**Placement density heat map**

21 x 10 tiles, from white (low) to dark blue (high), 0 to 100% covered.
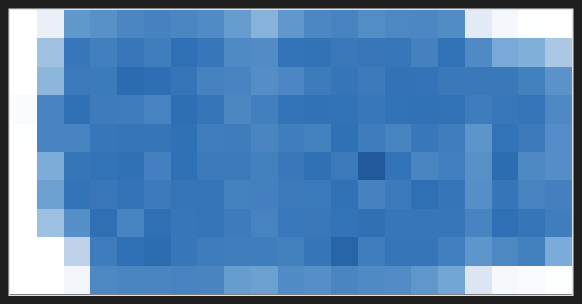
**Met4 routing**

Scale bar: 200 µm. Supply wires on this layer in gray. Cells faint in the background.
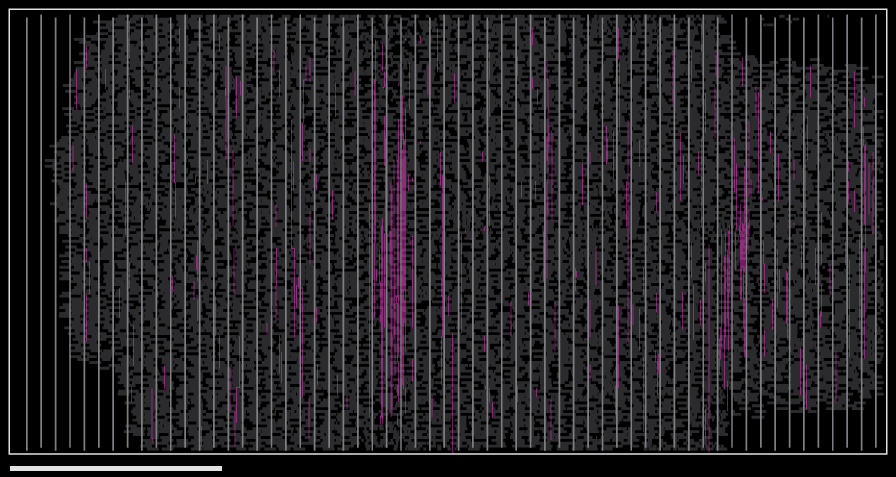
## src/rtl/cache_pkg.sv

```systemverilog
// -----------------------------------------------------------------------------
// cache_pkg
//   Definitions shared by the data cache and the instruction cache:
//   - FSM state encoding as localparams, plus the enum built on them.
//   - Functions that derive index, offset and tag widths from the geometry.
//   No ports.
// -----------------------------------------------------------------------------
package cache_pkg;

    localparam logic [1:0] ST_IDLE   = 2'd0;
    localparam logic [1:0] ST_REFILL = 2'd1;
    localparam logic [1:0] ST_WRITE  = 2'd2;
    localparam logic [1:0] ST_RESP   = 2'd3;

    typedef enum logic [1:0] {
        IDLE   = ST_IDLE,
        REFILL = ST_REFILL,
        WRITE  = ST_WRITE,
        RESP   = ST_RESP
    } cache_state_e;

    function automatic int calc_idx_w(input int num_lines);
        return $clog2(num_lines);
    endfunction

    function automatic int calc_off_w(input int words_per_line);
        return $clog2(words_per_line);
    endfunction

    // The two low address bits select a byte within a 32-bit word.
    // Word accesses ignore them, so they belong to neither the tag nor the index.
    function automatic int calc_tag_w(input int addr_w, input int num_lines,
                                      input int words_per_line);
        return addr_w - calc_idx_w(num_lines) - calc_off_w(words_per_line) - 2;
    endfunction

endpackage

```

## src/rtl/cache_data_array.sv

```systemverilog
// -----------------------------------------------------------------------------
// cache_data_array
//   Storage for a direct-mapped cache: one valid bit and one tag per line,
//   plus WORDS_PER_LINE data words per line.
//   Ports:
//     clk_i       clock, rising edge
//     rst_i       synchronous active-high reset; clears every valid bit
//     rd_idx_i    line index for the read port
//     rd_off_i    word offset for the read port
//     rd_valid_o  valid bit of the indexed line (combinational)
//     rd_tag_o    tag of the indexed line (combinational)
//     rd_data_o   indexed word (combinational)
//     wr_idx_i    line index for the writes
//     wr_off_i    word offset for the data write
//     data_we_i   write wr_data_i into the word at [wr_idx_i][wr_off_i]
//     wr_data_i   data for the word write
//     tag_we_i    write wr_tag_i to line wr_idx_i and set its valid bit
//     wr_tag_i    tag for the tag write
// -----------------------------------------------------------------------------
module cache_data_array
    import cache_pkg::*;
#(
    parameter int NUM_LINES      = 32,
    parameter int WORDS_PER_LINE = 4,
    parameter int DATA_W         = 32,
    parameter int TAG_W          = 23,
    localparam int IDX_W         = calc_idx_w(NUM_LINES),
    localparam int OFF_W         = calc_off_w(WORDS_PER_LINE)
) (
    input  logic              clk_i,
    input  logic              rst_i,
    input  logic [IDX_W-1:0]  rd_idx_i,
    input  logic [OFF_W-1:0]  rd_off_i,
    output logic              rd_valid_o,
    output logic [TAG_W-1:0]  rd_tag_o,
    output logic [DATA_W-1:0] rd_data_o,
    input  logic [IDX_W-1:0]  wr_idx_i,
    input  logic [OFF_W-1:0]  wr_off_i,
    input  logic              data_we_i,
    input  logic [DATA_W-1:0] wr_data_i,
    input  logic              tag_we_i,
    input  logic [TAG_W-1:0]  wr_tag_i
);

    logic [NUM_LINES-1:0] valid_q;
    logic [TAG_W-1:0]     tag_q  [NUM_LINES];
    logic [DATA_W-1:0]    data_q [NUM_LINES][WORDS_PER_LINE];

    assign rd_valid_o = valid_q[rd_idx_i];
    assign rd_tag_o   = tag_q[rd_idx_i];
    assign rd_data_o  = data_q[rd_idx_i][rd_off_i];

    // A line becomes valid only when its tag is written. The tag is written on
    // the last refill beat, so an aborted refill leaves the line invalid.
    always_ff @(posedge clk_i) begin
        if (rst_i) begin
            valid_q <= '0;
        end else if (tag_we_i) begin
            valid_q[wr_idx_i] <= 1'b1;
        end
    end

    // NOTE: tag and data storage is deliberately not reset. Every read is
    // qualified by the valid bit, so stale contents are never observed, and a
    // reset-free array can still map onto RAM macros.
    always_ff @(posedge clk_i) begin
        if (data_we_i) begin
            data_q[wr_idx_i][wr_off_i] <= wr_data_i;
        end
        if (tag_we_i) begin
            tag_q[wr_idx_i] <= wr_tag_i;
        end
    end

endmodule

```

## src/rtl/data_cache_ctrl.sv

```systemverilog
// -----------------------------------------------------------------------------
// data_cache_ctrl
//   Direct-mapped, write-through, no-write-allocate data cache between the ALU
//   and main memory. A load hit returns data with no wait state. A load miss
//   stalls the core while the line is refilled by a burst of word reads, in
//   ascending order. Every store stalls the core while the word is written
//   through to memory.
//   Ports:
//     CLK, RST    clock (rising edge), synchronous active-high reset
//     MemRead     load request          MemWrite   store request (takes priority)
//     ALUResult   byte address          WriteData  store data
//     ReadData    load data             Stall      core must hold its inputs
//     MemReq      memory request, held until MemAck
//     MemWe       1 = write, 0 = read
//     MemAddr     word-aligned memory address
//     MemWData    memory write data     MemRData   memory read data
//     MemAck      one-cycle completion pulse, one per request
//   Optional feature (macro CACHE_STATS_EN):
//     HitCount, MissCount are saturating 32-bit counters. They count load
//     hits and load misses; stores are not counted.
// -----------------------------------------------------------------------------
module data_cache_ctrl
    import cache_pkg::*;
#(
    parameter int NUM_LINES      = 32,
    parameter int WORDS_PER_LINE = 4,
    parameter int DATA_W         = 32
) (
    input  logic              CLK,
    input  logic              RST,
    input  logic              MemRead,
    input  logic              MemWrite,
    input  logic [31:0]       ALUResult,
    input  logic [DATA_W-1:0] WriteData,
    output logic [DATA_W-1:0] ReadData,
    output logic              Stall,
    output logic              MemReq,
    output logic              MemWe,
    output logic [31:0]       MemAddr,
    output logic [DATA_W-1:0] MemWData,
    input  logic [DATA_W-1:0] MemRData,
    input  logic              MemAck
`ifdef CACHE_STATS_EN
    ,
    output logic [31:0]       HitCount,
    output logic [31:0]       MissCount
`endif
);

    localparam int ADDR_W = 32;
    localparam int IDX_W  = calc_idx_w(NUM_LINES);
    localparam int OFF_W  = calc_off_w(WORDS_PER_LINE);
    localparam int TAG_W  = calc_tag_w(ADDR_W, NUM_LINES, WORDS_PER_LINE);
    localparam logic [OFF_W-1:0] LAST_WORD = OFF_W'(WORDS_PER_LINE - 1);

    // Address fields: [1:0] byte (ignored) | offset | index | tag
    logic [OFF_W-1:0] addr_off;
    logic [IDX_W-1:0] addr_idx;
    logic [TAG_W-1:0] addr_tag;

    assign addr_off = ALUResult[OFF_W+1:2];
    assign addr_idx = ALUResult[OFF_W+IDX_W+1:OFF_W+2];
    assign addr_tag = ALUResult[ADDR_W-1:OFF_W+IDX_W+2];

    cache_state_e     state_q;
    logic [OFF_W-1:0] count_q;
    logic             mem_req_q;
    logic             mem_we_q;
    logic [DATA_W-1:0] read_data_q;

    logic              line_valid;
    logic [TAG_W-1:0]  line_tag;
    logic [DATA_W-1:0] line_data;
    logic              hit;
    logic              load_hit;
    logic              load_miss;
    logic              refill_ack;
    logic              write_ack;
    logic              data_we;
    logic              tag_we;
    logic [OFF_W-1:0]  wr_off;
    logic [DATA_W-1:0] wr_data;

    assign hit        = line_valid && (line_tag == addr_tag);
    // A store wins when both requests are raised, so a load needs MemWrite low.
    assign load_hit   = (state_q == IDLE) && MemRead && !MemWrite && hit;
    assign load_miss  = (state_q == IDLE) && MemRead && !MemWrite && !hit;
    // MemAck is acted on only in states that have a request outstanding.
    assign refill_ack = (state_q == REFILL) && MemAck;
    assign write_ack  = (state_q == WRITE) && MemAck;

    // Write-through without allocation: a store updates the cache only if
    // its line is already present.
    assign data_we = !RST && (refill_ack || (write_ack && hit));
    assign tag_we  = !RST && refill_ack && (count_q == LAST_WORD);
    assign wr_off  = (state_q == REFILL) ? count_q : addr_off;
    assign wr_data = (state_q == REFILL) ? MemRData : WriteData;

    cache_data_array #(
        .NUM_LINES      (NUM_LINES),
        .WORDS_PER_LINE (WORDS_PER_LINE),
        .DATA_W         (DATA_W),
        .TAG_W          (TAG_W)
    ) u_array (
        .clk_i      (CLK),
        .rst_i      (RST),
        .rd_idx_i   (addr_idx),
        .rd_off_i   (addr_off),
        .rd_valid_o (line_valid),
        .rd_tag_o   (line_tag),
        .rd_data_o  (line_data),
        .wr_idx_i   (addr_idx),
        .wr_off_i   (wr_off),
        .data_we_i  (data_we),
        .wr_data_i  (wr_data),
        .tag_we_i   (tag_we),
        .wr_tag_i   (addr_tag)
    );

    // The core stalls in the request cycle itself on a store or a load miss.
    always_comb begin
        case (state_q)
            IDLE:    Stall = MemWrite || (MemRead && !hit);
            REFILL:  Stall = 1'b1;
            WRITE:   Stall = 1'b1;
            default: Stall = 1'b0;
        endcase
    end

    // NOTE: ReadData gets its default before any condition, so every path
    // assigns it and no latch is inferred.
    always_comb begin
        ReadData = read_data_q;
        if (load_hit || (state_q == RESP)) begin
            ReadData = line_data;
        end
    end

    assign MemReq   = mem_req_q;
    assign MemWe    = mem_we_q;
    assign MemWData = WriteData;
    assign MemAddr  = (state_q == WRITE) ? (ALUResult & ~32'd3)
                                         : {addr_tag, addr_idx, count_q, 2'b00};

    // NOTE: state is updated with non-blocking assignments. Every register
    // then samples pre-edge values, independent of statement order.
    always_ff @(posedge CLK) begin
        if (RST) begin
            state_q     <= IDLE;
            count_q     <= '0;
            mem_req_q   <= 1'b0;
            mem_we_q    <= 1'b0;
            read_data_q <= '0;
        end else begin
            case (state_q)
                IDLE: begin
                    if (MemWrite) begin
                        state_q   <= WRITE;
                        mem_req_q <= 1'b1;
                        mem_we_q  <= 1'b1;
                    end else if (MemRead) begin
                        if (hit) begin
                            read_data_q <= line_data;
                        end else begin
                            state_q   <= REFILL;
                            count_q   <= '0;
                            mem_req_q <= 1'b1;
                            mem_we_q  <= 1'b0;
                        end
                    end
                end
                REFILL: begin
                    // MemReq stays high across beats; each ack moves to the next word.
                    if (MemAck) begin
                        count_q <= count_q + OFF_W'(1);
                        if (count_q == LAST_WORD) begin
                            state_q   <= RESP;
                            mem_req_q <= 1'b0;
                        end
                    end
                end
                WRITE: begin
                    if (MemAck) begin
                        state_q   <= IDLE;
                        mem_req_q <= 1'b0;
                        mem_we_q  <= 1'b0;
                    end
                end
                RESP: begin
                    read_data_q <= line_data;
                    state_q     <= IDLE;
                end
                default: state_q <= IDLE;
            endcase
        end
    end

`ifdef CACHE_STATS_EN
    logic [31:0] hit_count_q;
    logic [31:0] miss_count_q;

    always_ff @(posedge CLK) begin
        if (RST) begin
            hit_count_q  <= '0;
            miss_count_q <= '0;
        end else begin
            if (load_hit && (hit_count_q != 32'hFFFF_FFFF)) begin
                hit_count_q <= hit_count_q + 32'd1;
            end
            if (load_miss && (miss_count_q != 32'hFFFF_FFFF)) begin
                miss_count_q <= miss_count_q + 32'd1;
            end
        end
    end

    assign HitCount  = hit_count_q;
    assign MissCount = miss_count_q;
`endif

endmodule

```

## config.mk

```make
export PLATFORM = sky130hd
export DESIGN_NAME = data_cache_ctrl
export DESIGN_NICKNAME = d
export VERILOG_FILES = /design/src/rtl/cache_pkg.sv /design/src/rtl/cache_data_array.sv /design/src/rtl/data_cache_ctrl.sv
export SDC_FILE = /design/constraint.sdc
export NUM_CORES = 2
export LEC_CHECK = 0
export CAP_MARGIN = 20
export CELL_PAD_IN_SITES_DETAIL_PLACEMENT = 0
export CELL_PAD_IN_SITES_GLOBAL_PLACEMENT = 1
export CORE_AREA = 2 2 824 416
export CTS_CLUSTER_SIZE = 40
export DETAILED_ROUTE_END_ITERATION = 12
export DIE_AREA = 0 0 826 418
export GPL_ROUTABILITY_DRIVEN = 0
export GPL_TIMING_DRIVEN = 1
export PLACE_DENSITY_LB_ADDON = 0.2
export SETUP_SLACK_MARGIN = 0.4
export SYNTH_ARGS = -nofsm -noshare
export SYNTH_HDL_FRONTEND = slang
export SYNTH_HIERARCHICAL = 1
export SYNTH_MEMORY_MAX_BITS = 65536
export SYNTH_SLANG_ARGS = --single-unit
```

## constraint.sdc

```tcl
create_clock -name CLK -period 9.26 [get_ports CLK]
set_input_delay 1.852 -clock CLK [delete_from_list [all_inputs] [get_ports CLK]]
set_output_delay 1.852 -clock CLK [all_outputs]
set_load 0.005 [all_outputs]
```

==> deck_impl_summary.md <==
Implementation Results

Run status
  • Status: finished clean

Clock tree
  • Clock transition at path regs: 70 ps
  • CTS Sinks: just under 5,000
  • Hold-fix buffers, CTS: 0

Worst hold path
  • Worst Hold Endpoint: u_array/valid_q[18]$_SDFFE_PP0P_

Final layout
  • Num sequential: around 4,900
  • Biggest register: u_array/data_q
  • Area growth syn-to-layout: 13.8%
  • Nets@finish: 8,211
  • Logic share of the area: 0.191
  • Clock-cell share: 0.0615
  • Most common logic cells in the final layout: edfxtp_1, mux4_2, clkbuf_16, buf_12, clkdlybuf4s50_1

Placed design
  • Post-DP HPWL: around 270 mm
  • I/O Buffers: just under 200
  • Placed Cells: 12,200

Synthesis
  • Distinct cells, synth: around 46
  • Post-synth seq share: 0.777
  • Yosys xor share: 0.00107
  • Top area cell types: edfxtp_1, mux4_2, dfxtp_1, mux2_2, clkbuf_1
  • Yosys top cell by instances: edfxtp_1

STA
  • Hold Slack: approximately 470 ps
  • Endpoints failing setup: 0
  • Worst slew margin: 0.169
  • Unrepaired setup endpoints after global routing: false
  • Final worst setup slack: around 420 ps
  • Crit share post-route: 0.955

Setup path
  • Worst reg2reg endpoint: u_array/data_q[2][100]$_DFFE_PP_
  • Worst Setup SP: ALUResult[5]
  • Cell count along the critical path: 13
  • Slowest stage delay, CP: between 500 and 600 ps
  • Worst path bufs/invs: 5

GRT
  • GRT Max-Usage Layer: met1

Pwr
  • Sequential power: about 26,000 µW
  • P_clk: 17,300 µW
  • Comb power frac: 0.087
  • Logic power comb: 4080 µW
  • Seq pwr share: 0.545

Drt
  • DR vias: a little under 90,000
  • WL met2: around 210 mm
  • Total routed wirelength: about 480 mm
  • DR iter-0 viols: between 10,000 and 15,000

Flow run
  • Max Cap Viol: 0

Floorplanning
  • Die height: 418 µm
Back to the opening pictures, 'placement density heat map':
mean over tiles: 61%
fullest tile: 83%
emptiest ninth of the die: south-west
nearly empty tiles: 6.7%
tiles over 75% full: 3.3%

Back to the opening pictures, 'met4 routing':
longest straight run: 241 µm
wire length on this layer: 12,300 µm

Power is estimated from default activity; no workload was simulated.
